File: src/rtl/atomic_pkg.sv
// Shared types, constants and helpers for the LR/SC reservation unit.
// Contents: slot state enum, lock-op decode enum, AMO opcode/funct5 constants,
// a granule-extract helper and an LR/SC opcode decoder.
package atomic_pkg;

  typedef enum logic {
    RES_IDLE = 1'b0,
    RES_HELD = 1'b1
  } res_state_t;

  typedef enum logic [1:0] {
    LOAD_RESERVE    = 2'd0,
    SET_CONDITIONAL = 2'd1,
    NO_LOCK_USE     = 2'd2
  } lock_op_t;

  localparam logic [6:0] OPC_AMO = 7'b0101111;
  localparam logic [4:0] F5_LR   = 5'h02;
  localparam logic [4:0] F5_SC   = 5'h03;

  // Widest address the granule helper accepts; callers zero-extend into it.
  localparam int unsigned MAX_ADDR_W = 64;

  // Drop the in-granule byte offset.
  function automatic logic [MAX_ADDR_W-1:0] granule_of(
    input logic [MAX_ADDR_W-1:0] addr,
    input int unsigned           gran_bits
  );
    return addr >> gran_bits;
  endfunction

  // Classify an AMO-class instruction as LR, SC or neither.
  function automatic lock_op_t decode_lock_op(
    input logic [6:0] opcode,
    input logic [4:0] funct5
  );
    lock_op_t op;
    op = NO_LOCK_USE;
    if (opcode == OPC_AMO) begin
      if (funct5 == F5_LR) begin
        op = LOAD_RESERVE;
      end else if (funct5 == F5_SC) begin
        op = SET_CONDITIONAL;
      end
    end
    return op;
  endfunction

endpackage

File: src/rtl/atomic_res_slot.sv
// One reservation slot: state, reserved granule and (optionally) a lifetime
// counter. Cross-core arbitration lives in the parent.
// Optional feature macro: ATOMIC_RES_TIMEOUT_EN (reservation timeout counter).
// Ports:
//   CLK, RST   clock, synchronous active-high reset
//   lr_i       take a new reservation on lr_gran_i (wins over clear_i)
//   lr_gran_i  granule to reserve
//   clear_i    drop the reservation (own SC or any kill)
//   held_o     slot is RES_HELD
//   gran_o     reserved granule
//   expired_c  reservation reached its lifetime this cycle (combinational)
module atomic_res_slot
  import atomic_pkg::*;
#(
  parameter int unsigned GRAN_W = 29
`ifdef ATOMIC_RES_TIMEOUT_EN
  , parameter int unsigned RES_TIMEOUT_CYCLES = 64
`endif
) (
  input  logic              CLK,
  input  logic              RST,
  input  logic              lr_i,
  input  logic [GRAN_W-1:0] lr_gran_i,
  input  logic              clear_i,
  output logic              held_o,
  output logic [GRAN_W-1:0] gran_o,
  output logic              expired_c
);

  res_state_t        state_q, state_d;
  logic [GRAN_W-1:0] gran_q, gran_d;

`ifdef ATOMIC_RES_TIMEOUT_EN
  localparam int unsigned      CNT_W   = $clog2(RES_TIMEOUT_CYCLES + 1);
  localparam logic [CNT_W-1:0] CNT_MAX = CNT_W'(RES_TIMEOUT_CYCLES);

  logic [CNT_W-1:0] cnt_q, cnt_d;

  // Lifetime counter register.
  always_ff @(posedge CLK) begin
    if (RST) begin
      cnt_q <= '0;
    end else begin
      cnt_q <= cnt_d;
    end
  end
`endif

  // State register.
  always_ff @(posedge CLK) begin
    if (RST) begin
      state_q <= RES_IDLE;
      gran_q  <= '0;
    end else begin
      state_q <= state_d;
      gran_q  <= gran_d;
    end
  end

  // Next-state logic; an LR always wins over a same-cycle clear or expiry.
  always_comb begin
    state_d = state_q;
    gran_d  = gran_q;
    unique case (state_q)
      RES_IDLE: begin
        if (lr_i) begin
          state_d = RES_HELD;
          gran_d  = lr_gran_i;
        end
      end
      RES_HELD: begin
        if (lr_i) begin
          gran_d = lr_gran_i;
        end else if (clear_i || expired_c) begin
          state_d = RES_IDLE;
        end
      end
      default: state_d = RES_IDLE;
    endcase

`ifdef ATOMIC_RES_TIMEOUT_EN
    // Restart on LR, count while held, saturate at the limit.
    cnt_d = cnt_q;
    if (lr_i) begin
      cnt_d = '0;
    end else if (state_q == RES_HELD) begin
      if (cnt_q != CNT_MAX) begin
        cnt_d = cnt_q + CNT_W'(1);
      end
    end else begin
      cnt_d = '0;
    end
`endif
  end

  // Outputs.
  always_comb begin
    held_o = (state_q == RES_HELD);
    gran_o = gran_q;
`ifdef ATOMIC_RES_TIMEOUT_EN
    expired_c = (state_q == RES_HELD) && (cnt_q == CNT_MAX);
`else
    expired_c = 1'b0;
`endif
  end

endmodule

File: src/rtl/atomic_reserve_unit.sv
// LR/SC reservation tracker for NUM_CORES cores. Resolves store-conditional
// success in the request cycle and returns a registered response one cycle
// later. Reservations are killed by invalidates, other cores' stores and
// other cores' winning SCs on the same granule.
// Optional feature macro: ATOMIC_RES_TIMEOUT_EN (adds RES_TIMEOUT_CYCLES).
// Ports:
//   CLK, RST        clock, synchronous active-high reset
//   lr_valid        per-core LR commit pulse
//   sc_valid        per-core SC request pulse
//   core_addr       per-core LR/SC address, core c at [c*ADDR_W +: ADDR_W]
//   st_valid        per-core plain-store commit pulse
//   st_addr         per-core store address
//   inv_valid       coherence invalidate observed
//   inv_addr        invalidate address
//   sc_resp_valid   per-core one-cycle SC response pulse
//   sc_success      per-core SC outcome, 0 when no response
//   res_held        per-core reservation held
module atomic_reserve_unit
  import atomic_pkg::*;
#(
  parameter int unsigned NUM_CORES = 2,
  parameter int unsigned ADDR_W    = 32,
  parameter int unsigned GRAN_BITS = 3
`ifdef ATOMIC_RES_TIMEOUT_EN
  , parameter int unsigned RES_TIMEOUT_CYCLES = 64
`endif
) (
  input  logic                          CLK,
  input  logic                          RST,
  input  logic [NUM_CORES-1:0]          lr_valid,
  input  logic [NUM_CORES-1:0]          sc_valid,
  input  logic [NUM_CORES*ADDR_W-1:0]   core_addr,
  input  logic [NUM_CORES-1:0]          st_valid,
  input  logic [NUM_CORES*ADDR_W-1:0]   st_addr,
  input  logic                          inv_valid,
  input  logic [ADDR_W-1:0]             inv_addr,
  output logic [NUM_CORES-1:0]          sc_resp_valid,
  output logic [NUM_CORES-1:0]          sc_success,
  output logic [NUM_CORES-1:0]          res_held
);

  localparam int unsigned GRAN_W = ADDR_W - GRAN_BITS;

  function automatic logic [GRAN_W-1:0] gran_of_addr(input logic [ADDR_W-1:0] a);
    return GRAN_W'(granule_of(MAX_ADDR_W'(a), GRAN_BITS));
  endfunction

  logic [GRAN_W-1:0]    req_gran  [NUM_CORES];
  logic [GRAN_W-1:0]    st_gran   [NUM_CORES];
  logic [GRAN_W-1:0]    slot_gran [NUM_CORES];
  logic [GRAN_W-1:0]    inv_gran;

  logic [NUM_CORES-1:0] held;
  logic [NUM_CORES-1:0] expired;
  logic [NUM_CORES-1:0] pre_kill;
  logic [NUM_CORES-1:0] qual;
  logic [NUM_CORES-1:0] win;
  logic [NUM_CORES-1:0] sc_kill;
  logic [NUM_CORES-1:0] slot_lr;
  logic [NUM_CORES-1:0] slot_clear;

  logic [NUM_CORES-1:0] resp_valid_q, resp_valid_d;
  logic [NUM_CORES-1:0] success_q, success_d;

  assign inv_gran = gran_of_addr(inv_addr);

  // Per-core granule extraction and slot instances.
  for (genvar c = 0; c < NUM_CORES; c++) begin : g_slot
    assign req_gran[c] = gran_of_addr(core_addr[c*ADDR_W +: ADDR_W]);
    assign st_gran[c]  = gran_of_addr(st_addr[c*ADDR_W +: ADDR_W]);

    atomic_res_slot #(
      .GRAN_W(GRAN_W)
`ifdef ATOMIC_RES_TIMEOUT_EN
      , .RES_TIMEOUT_CYCLES(RES_TIMEOUT_CYCLES)
`endif
    ) u_slot (
      .CLK       (CLK),
      .RST       (RST),
      .lr_i      (slot_lr[c]),
      .lr_gran_i (req_gran[c]),
      .clear_i   (slot_clear[c]),
      .held_o    (held[c]),
      .gran_o    (slot_gran[c]),
      .expired_c (expired[c])
    );
  end

  // Kill resolution and SC arbitration, in priority order:
  // inv/store/expiry kills, then lowest-index SC win per granule,
  // then winners kill other slots on their granule.
  always_comb begin
    pre_kill = '0;
    qual     = '0;
    win      = '0;
    sc_kill  = '0;

    for (int c = 0; c < int'(NUM_CORES); c++) begin
      pre_kill[c] = expired[c] | (inv_valid && (inv_gran == slot_gran[c]));
      for (int o = 0; o < int'(NUM_CORES); o++) begin
        if (o != c && st_valid[o] && (st_gran[o] == slot_gran[c])) begin
          pre_kill[c] = 1'b1;
        end
      end
      pre_kill[c] = pre_kill[c] & held[c];
      qual[c]     = sc_valid[c] & held[c] & (slot_gran[c] == req_gran[c]) & ~pre_kill[c];
    end

    for (int c = 0; c < int'(NUM_CORES); c++) begin
      win[c] = qual[c];
      for (int j = 0; j < c; j++) begin
        if (qual[j] && (slot_gran[j] == slot_gran[c])) begin
          win[c] = 1'b0;
        end
      end
    end

    for (int c = 0; c < int'(NUM_CORES); c++) begin
      for (int o = 0; o < int'(NUM_CORES); o++) begin
        if (o != c && win[o] && (slot_gran[o] == slot_gran[c])) begin
          sc_kill[c] = 1'b1;
        end
      end
    end
  end

  // An LR sharing a cycle with its own core's SC is dropped.
  assign slot_lr    = lr_valid & ~sc_valid;
  assign slot_clear = sc_valid | pre_kill | sc_kill;

  // Response next-state.
  always_comb begin
    resp_valid_d = sc_valid;
    success_d    = win;
  end

  // Response registers.
  always_ff @(posedge CLK) begin
    if (RST) begin
      resp_valid_q <= '0;
      success_q    <= '0;
    end else begin
      resp_valid_q <= resp_valid_d;
      success_q    <= success_d;
    end
  end

  assign sc_resp_valid = resp_valid_q;
  assign sc_success    = success_q;
  assign res_held      = held;

  // LR and SC from the same core in one cycle is a datapath bug.
  a_lr_sc_exclusive: assert property (@(posedge CLK) disable iff (RST)
    ((lr_valid & sc_valid) == '0))
    else $error("atomic_reserve_unit: lr_valid and sc_valid together on one core");

endmodule
File: config.mk
export PLATFORM = sky130hd
export DESIGN_NAME = atomic_reserve_unit
export DESIGN_NICKNAME = d
export VERILOG_FILES = /design/src/rtl/atomic_pkg.sv /design/src/rtl/atomic_res_slot.sv /design/src/rtl/atomic_reserve_unit.sv
export SDC_FILE = /design/constraint.sdc
export NUM_CORES = 1
export LEC_CHECK = 0
export ABC_AREA = 1
export CAP_MARGIN = 5
export CORE_MARGIN = 5
export CORE_UTILIZATION = 29
export DETAILED_ROUTE_END_ITERATION = 8
export PLACE_DENSITY = 0.62
export SYNTH_ARGS = -nofsm -noshare
export SYNTH_HDL_FRONTEND = slang
export SYNTH_SLANG_ARGS = --single-unit
File: constraint.sdc
create_clock -name CLK -period 2 [get_ports CLK]
set_input_delay 0.6 -clock CLK [delete_from_list [all_inputs] [get_ports CLK]]
set_output_delay 0.6 -clock CLK [all_outputs]
set_load 0.01 [all_outputs]
Selected gate families:
Scale: 3 px per um.
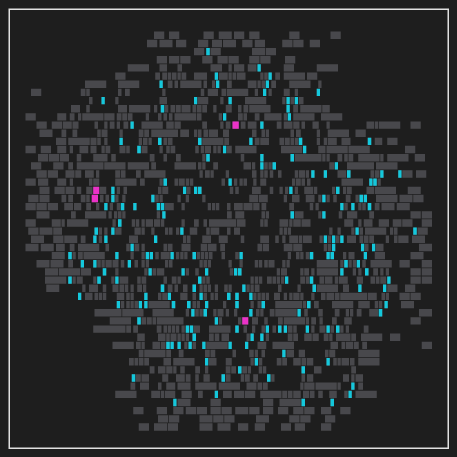
Magenta marks AND and OR gates, cells 4, most used or2_2. Cyan marks inverters, cells 177, most used inv_1.
post-layout instance count excluding filler cells: 1379
combinational share of cell area: 41.95%

Cell sizes after repair:
Scale: 3 px per um.
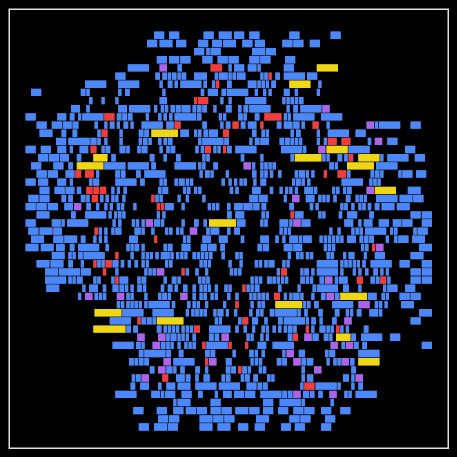
Red marks drive 2, cells 59, most used inv_2. Yellow marks drive 6 and up, cells 18, most used clkbuf_16. Purple marks drive 3 to 4, cells 39, most used buf_4. Blue marks drive 1 or less, cells 1034, most used nand2_1.
Final Worst Setup Slack: 0.03974 ns
post-route cell area: 7946 um2
non-clock buffer instance count of the final layout: 203
Synth-to-Final Area Change: 48.60%

I/O pins on the die edge:
Scale: 3 px per um. Pins as bars across the die edge, other pins in grey.
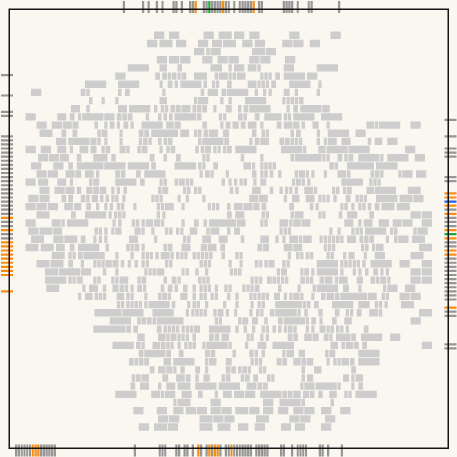
Orange marks `inv_addr`, pins 32, direction input, edge 12 left, 9 right, 8 bottom, 3 top. Green marks `st_valid`, pins 2, direction input, edge 1 right, 1 top. Blue marks `inv_valid`, pins 1, direction input, edge right.
die height: 145.8 um
die x size: 145.8 um
count of input and output buffers: 159

==> changes_impl.md <==
### Changed

* Status: finished, final reports clean
* Number of antenna cells inserted at 0
* CP peak stage delay at 0.59 ns
* Largest combinational cell category by area: simple AND/OR/NAND/NOR gates
* Hold slack at about 0.56 ns
* Multiplexer area fraction after synthesis at 0%
* Count of max-cap constraint violations at 0
* Largest voltage drop on the vdd net at roughly 0.00042 V
* Final Critical Period at between 1.5 and 2 ns
* Crit path DAT at 1.36 ns
* Critical register-to-register path endpoint: g_slot[0].u_slot.held_o$_SDFF_PP0_
* Number of cell instances after yosys synthesis at ~960
* Static leakage power at slightly below 0.004 uW
* Most used standard cells in the synthesized netlist: sky130_fd_sc_hd__nand2_1 (321), sky130_fd_sc_hd__inv_1 (151), sky130_fd_sc_hd__nor2_1 (83)
* Chip area estimate from yosys synthesis at between 5000 and 6000 um2
* Yosys reg bits at around 64
* Insertion Delay late pin at about 0.35 ns
* Reg2Reg Depth at 11
* Hold Path Stages at 2
* Total DRC errors in the routed layout at 0
* Power density relative to cell area at approximately 560 nW/um2
* Most used cells in the layout excluding fill and tap cells: sky130_fd_sc_hd__nand2_1 (314), sky130_fd_sc_hd__inv_1 (149), sky130_fd_sc_hd__clkdlybuf4s50_1 (124), sky130_fd_sc_hd__nor2_1 (78), sky130_fd_sc_hd__o21ai_0 (73)
* Number of optimization iterations in the first detailed-route pass at 5
* Most frequent standard cell in the layout excluding fill and tap cells: sky130_fd_sc_hd__nand2_1
* Number of setup violations in the final report at 0
* Final Routed Wirelength at between 20000 and 25000 um
* Met1 Resource Use GR at between 20 and 30%
* Overflow left after global routing at 0
* Met3 WL post-DR at 2127 um
* Met1 Routed Length at approximately 11000 um
* Final period utilization at between 90 and 100%
* Antenna viol nets, final at 0
* Largest Pwr Group: clock
* Vias at between 6000 and 7000
* Worst setup slack for register-to-register paths at 0.15 ns
* Internal power at between 3000 and 4000 uW
* Post-synth cell types at 29
* Setup Fix Bufs, Post-CTS at 0
* Vias in the first global route at just over 6000
* Gate power share at just under 30%
* Global-route track usage on met2 at 35.01%
* Worst path cell trace: clkdlybuf4s50_1
* Endpoint type of the worst setup path: output port
* Clock network fraction of design power at approximately 36%
* Detailed router's first-iteration violation count at approximately 660
* Most frequent cell after synthesis: sky130_fd_sc_hd__nand2_1
* Synthesized Nets at between 1000 and 1500
* Root cell of the clock tree: sky130_fd_sc_hd__clkbuf_16
* Initial standard-cell utilization of the core at between 20% and 30%
* Detailed-route vias per instance at 4.740
* Simple-gate area share of the yosys netlist at around a third
* Area share of xor/xnor cells in the synthesized design at between 10% and 20%
* Slew at the pin closest to its max-slew limit at 0.4083 ns
* Maximum operating frequency at 0.5101 GHz
* H-Tree Level Count at 3
* Synthesized area per cell at 5.576 um2
* Delay-heaviest family, CP: buffers and inverters
* Number of warnings in the stage logs at 43
* Area fraction of the dominant cell type after synthesis at 23.96%
* Post-Syn Area at 5348 um2
* Combined area of the multi-input logic cells at 3333 um2
* DR top layer: met4
* Start point of the worst hold path: g_slot[1].u_slot.gran_o[9]$_SDFFE_PP0P_
* # resized after CTS at 2
* Met2 layer wire length in the routed design at ~11000 um
* Path type of the worst min-delay path: reg -> reg
* Clk slew on worst S/H paths at about 0.060 ns
* Slowest cell on crit path: sky130_fd_sc_hd__clkdlybuf4s50_1
* Seq share, synth at a little under a quarter
* Number of standard cells after synthesis at around 960
* CP Data Required Time at about 1.4 ns
* Post-synth ARST share at 0%
* Maximum number of pins on one net before global-route repair at 35
* Initial antenna violation count at 0
* Worst flop-to-flop path startpoint: g_slot[1].u_slot.gran_o[7]$_SDFFE_PP0P_
* Number of buffers added to fix hold violations after cts at 0
* Capture endpoint of the worst hold path: g_slot[1].u_slot.gran_o[9]$_SDFFE_PP0P_
* Peak-usage layer in the global routing report: met2
* Dominant cells by area after synthesis: sky130_fd_sc_hd__dfxtp_1 (24%), sky130_fd_sc_hd__nand2_1 (23%), sky130_fd_sc_hd__inv_1 (11%)
* Global routing met3 resource utilization at under 10%
* Type of the setup path with the least slack: reg -> out
* Drt wl/cell at 17.28 um
* Gpl congestion at approximately 0.96
* Sequential group power at between 1500 and 2000 uW
* First-pass GRT wire length at ~35000 um
* Setup repair after global routing missed its margin: yes
* Proportion of total power due to net switching at approximately a third
* Net load switching power at 1443 uW
* Startpoint type of the worst setup path: flip-flop
* Clock sink count at 64
* DP Area at 7502 um2
* Global-route total usage across every layer at around 22%
* Worst Path Buf+Inv at 1
* DIE AREA at around 21000 um2
* Number of warnings reported in the yosys synthesis log at 0
I/O nets highlighted:
Scale: 2 px per um.
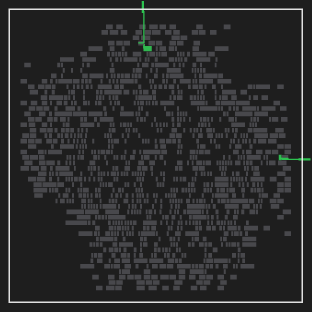
Green marks `st_valid`, bits 2, direction input, edge 1 right, 1 top, end cells 2, buffers 2, wire 36.6 um.
top-level I/O count: 175

Cell outlines without signal wires:
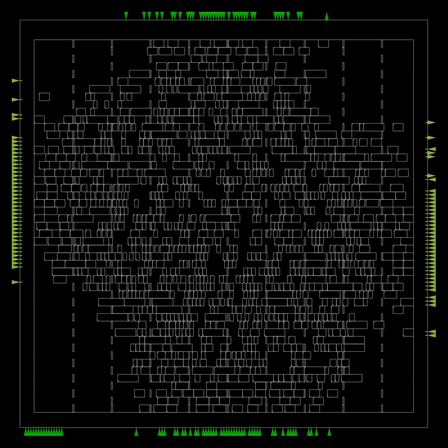
flop share of the area: 16.12%
number of core rows: 49
Core Footprint: 18090 um2
fill cell count: 1923
fin util: 43.94%

## worst max path at each step
stage	startpoint	end	slack, ns	cells past startpoint
5_1_grt	core_addr[45]	g_slot[0].u_slot.held_o$_SDFF_PP0_	-0.05	11
4_1_cts	inv_addr[10]	g_slot[0].u_slot.held_o$_SDFF_PP0_	-0.03	14
3_3_place_gp	inv_addr[18]	g_slot[0].u_slot.held_o$_SDFF_PP0_	-0.41	16
2_1_floorplan	inv_addr[22]	g_slot[0].u_slot.held_o$_SDFF_PP0_	0.41	12
3_5_place_dp	inv_addr[18]	g_slot[0].u_slot.held_o$_SDFF_PP0_	-0.41	16
6_report	g_slot[1].u_slot.held_o$_SDFF_PP0_	res_held[1]	0.04	1
## per-stage QoR
stage	setup slack, ns	util (%)	cells	power [uW]	TNS, ns
floorplan	0.4060	-	959	2132	0
global placement	-0.4057	41.48	1363	2847	-1.520
detailed placement	-0.4074	41.48	1363	2849	-1.482
CTS	-0.02785	43.18	1379	4485	-0.02785
global route	-0.05052	43.94	1379	4699	-0.06527
finish	0.03974	43.94	1379	4484	0
## flip-flops by register name (all words and copies together) (netlist names)
| signal | cells |
|---|---|
| g_slot.u_slot.gran_o | 58 |
| g_slot.u_slot.held_o | 2 |
| sc_resp_valid | 2 |
| sc_success | 2 |
## cell families after synthesis
logic type             Yosys count
XOR/XNOR                        64
AND-OR/OR-AND                  159
flip-flops                      64
AND/OR/NAND/NOR                467
buffers and inverters          205
## cell type report
cell class              instances  area share [%]
multi-input cells             690           41.95
inverters                     177           8.361
flip-flops and latches         64           16.12
well taps                     229           3.606
clock buffers                  13           3.275
clock inverters                 3          0.5039
repair buffers                203           26.18
No activity file was given, so power comes from the tool's default toggle rates.
